### Met1 routing

Supply wires on this layer in gray.
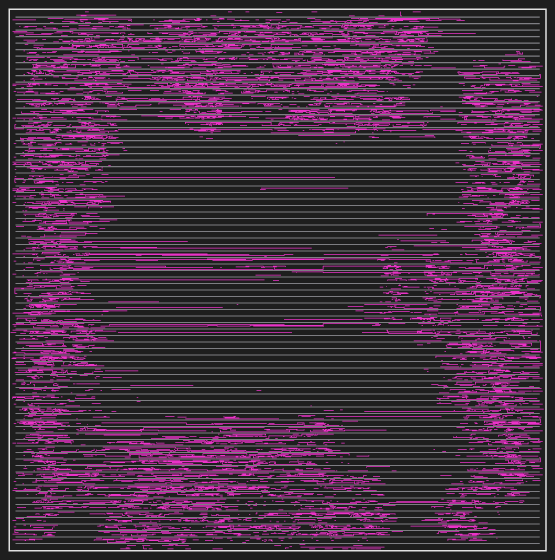
### Clock nets

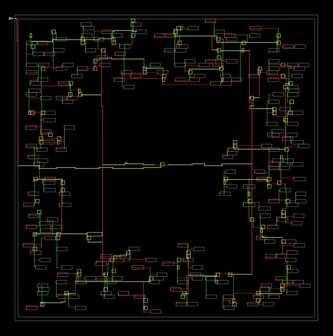
### Logic cells by family

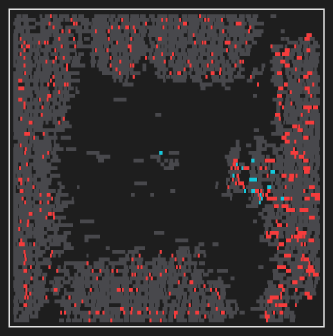
### Sequential cells colored by netlist name

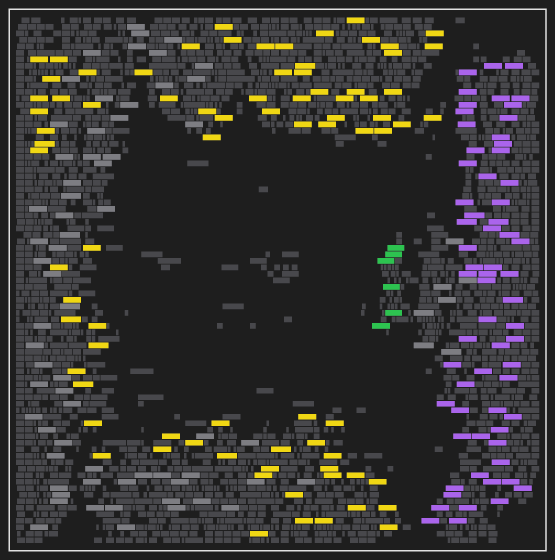
==> config.mk <==
export PLATFORM = sky130hd
export DESIGN_NAME = boron_scheduler
export DESIGN_NICKNAME = d
export VERILOG_FILES = /design/src/rtl/boron_scheduler.sv
export SDC_FILE = /design/constraint.sdc
export NUM_CORES = 1
export LEC_CHECK = 0
export ABC_AREA = 1
export CAP_MARGIN = 20
export CORE_AREA = 2 2 222 224
export CTS_BUF_LIST = sky130_fd_sc_hd__clkbuf_4
export DETAILED_ROUTE_END_ITERATION = 8
export DIE_AREA = 0 0 224 226
export GPL_ROUTABILITY_DRIVEN = 0
export GPL_TIMING_DRIVEN = 0
export PLACE_DENSITY = 0.57
export SLEW_MARGIN = 20
export SYNTH_ARGS = -nofsm -noshare
export SYNTH_HDL_FRONTEND = slang
export SYNTH_SLANG_ARGS = --single-unit
==> constraint.sdc <==
create_clock -name clk -period 1.4 [get_ports clk]
set_input_delay 0.21 -clock clk [delete_from_list [all_inputs] [get_ports clk]]
set_output_delay 0.21 -clock clk [all_outputs]
set_load 0.005 [all_outputs]
==> GITHUB_STEP_SUMMARY <==
### Flow metrics

| Metric | Value |
|---|---|
| Worst-case reg-to-reg path depth | `12` |
| Die area | `50600 sq um` |
| Worst min path class | `in -> reg` |
| Outcome | `finished with violations` |
| Final min period | `1940 ps` |
| Failing checks | `negative setup slack` |
| Seq share, synth | `49.6%` |
| Syn_area_per_cell | `7.59 sq um` |
| Fin Hold WS | `121 ps` |
| Final tally of max-slew violations | `0` |
| Cell Type Count | `25` |
| # IOs | `572` |
| Final ANT Viol Nets | `0` |
| Wire per inst | `20.2 um` |
| Rel. slew slack | `47.2%` |
| Starting DRC count in detailed routing | `591` |
| Yosys top cell area share | `49.6%` |
| Fill cell count | `4022` |
| Final setup viols | `331` |
| Proportion of layout cells with a drive suffix above 1 | `43.5%` |
| Most instantiated logic cells after routing | `362 x nand2_1, 356 x clkdlybuf4s50_1, 343 x dlygate4sd3_1, 198 x dfxtp_2, 183 x buf_6` |
| Top area cell types | `dfxtp_1 50%, nand2_1 16%, a31oi_1 10%, o21ai_0 7.6%, a21oi_1 3.9%` |
| Static Leak | `9.62 nW` |
| Drt drc | `0` |
| Max Freq | `517 MHz` |
| Mapped Cells | `1176` |
| Total global-route track usage | `19.1%` |
| Num rows | `81` |
| Setup ws final | `-535 ps` |
| Number of global-route vias before repair | `13300` |
| Tool Warnings | `33` |
| Clock buffer depth | `3` |
| Area grow syn2layout | `172%` |
Back to the opening pictures, 'Met1 routing':
- nets with wire on the layer: 2405
- main direction: horizontal
- wire length on this layer: 22.2 mm
- share of all routed wire: 37%
met1 usage: 20.4%
WL final: 59800 um
routed vias: 13900

Back to the opening pictures, 'Clock nets':
sequential cell count: 221
Worst Skew: 47.8 ps
Clock Sinks: 221
CTS Buf Count: 67

Back to the opening pictures, 'Logic cells by family':
- red: nand cells (cells 445; where spread over the die)
- cyan: inv cells (cells 17; where right middle)
Comb area share: 24.6%
Top cell excl fill/tap: nand2_1
fin cells: 2957

Back to the opening pictures, 'Sequential cells colored by netlist name':
- purple: rsp_ct (flops 64; where a vertical strip on the right)
- green: wdog_cnt_r (flops 6)
- yellow: core_key (flops 80; where spread over the die)
proportion of cell area occupied by registers: 19.6%
Util after Layout: 50.1%
sequential cell power: 0.00821 W
Storage cell area: 4740 sq um

-- critical path, cell delays in order, from the launching register on --
cell and delay (ps):
dfxtp_2 330, a21boi_4 200, buf_12 130, buf_12 100
nand2_8 50, inv_6 50, buf_6 90
-- cell type report --
class | count | area (sq um) | share of cell area (%)
Antenna cell | 2 | 5.00 | 0.0207
Buffer | 100 | 972 | 4.01
Clock buffer | 96 | 721 | 2.97
Clock inverter | 17 | 93.8 | 0.387
Inverter | 17 | 83.8 | 0.346
Multi-Input combinational cell | 831 | 5970 | 24.6
Sequential cell | 221 | 4740 | 19.6
Tap cell | 622 | 778 | 3.21
Timing Repair Buffer | 1051 | 10900 | 44.8
-- per-stage QoR --
| step | power (W) | TNS, ps |
|---|---|---|
| 2_1_floorplan | 0.00985 | -329 |
| 3_3_place_gp | 0.0137 | -135720 |
| 3_5_place_dp | 0.0138 | -146120 |
| 4_1_cts | 0.0222 | -180630 |
| 5_1_grt | 0.0267 | -102440 |
| 6_report | 0.0256 | -66440 |
-- cells by family after synthesis --
logic type	share of synthesized area [%]
compound gates	22.5
xor+xnor	0.196
fa+ha+maj	0.841
buf+inv	6.32
flops	49.6
simple gates	20.5
-- synth_stat cells, drive strengths merged --
| library cell | n |
|---|---|
| ha | 6 |
| nor3b | 1 |
| nand3 | 69 |
| o21ai | 148 |
| nand4 | 2 |
| a21boi | 1 |
| dfxtp | 221 |
| inv | 17 |
| a21oi | 70 |
| a31oi | 145 |
| xnor2 | 1 |
| nor2 | 10 |
| clkbuf | 42 |
| xor2 | 1 |
| buf | 65 |
| nand2 | 374 |
| nor3 | 3 |
-- power by group --
part           switching [W]  internal, W  total (W)
sequential          0.000805      0.00741    0.00821
clock                0.00313      0.00332    0.00645
combinational        0.00470      0.00620     0.0109
total                0.00863       0.0169     0.0256
-- layer usage --
metal / track usage [%] / wire length, um
met1: 20.4 / 22200
met2: 33.8 / 30400
met3: 6.13 / 4530
met4: 9.40 / 2630
met5: 0 / 0
-- what timing repair did --
item / in CTS / in global routing
hold endpoints to repair: 211 / 0
setup endpoints to repair: 431 / 429
setup buffers: 14 / 89
gates cloned: 5 / 31
pin swaps: 4 / 144
hold buffers: 343 / 0
resized: 319 / 1346
Power figures rest on the tool's default switching activity, not on a simulated workload.
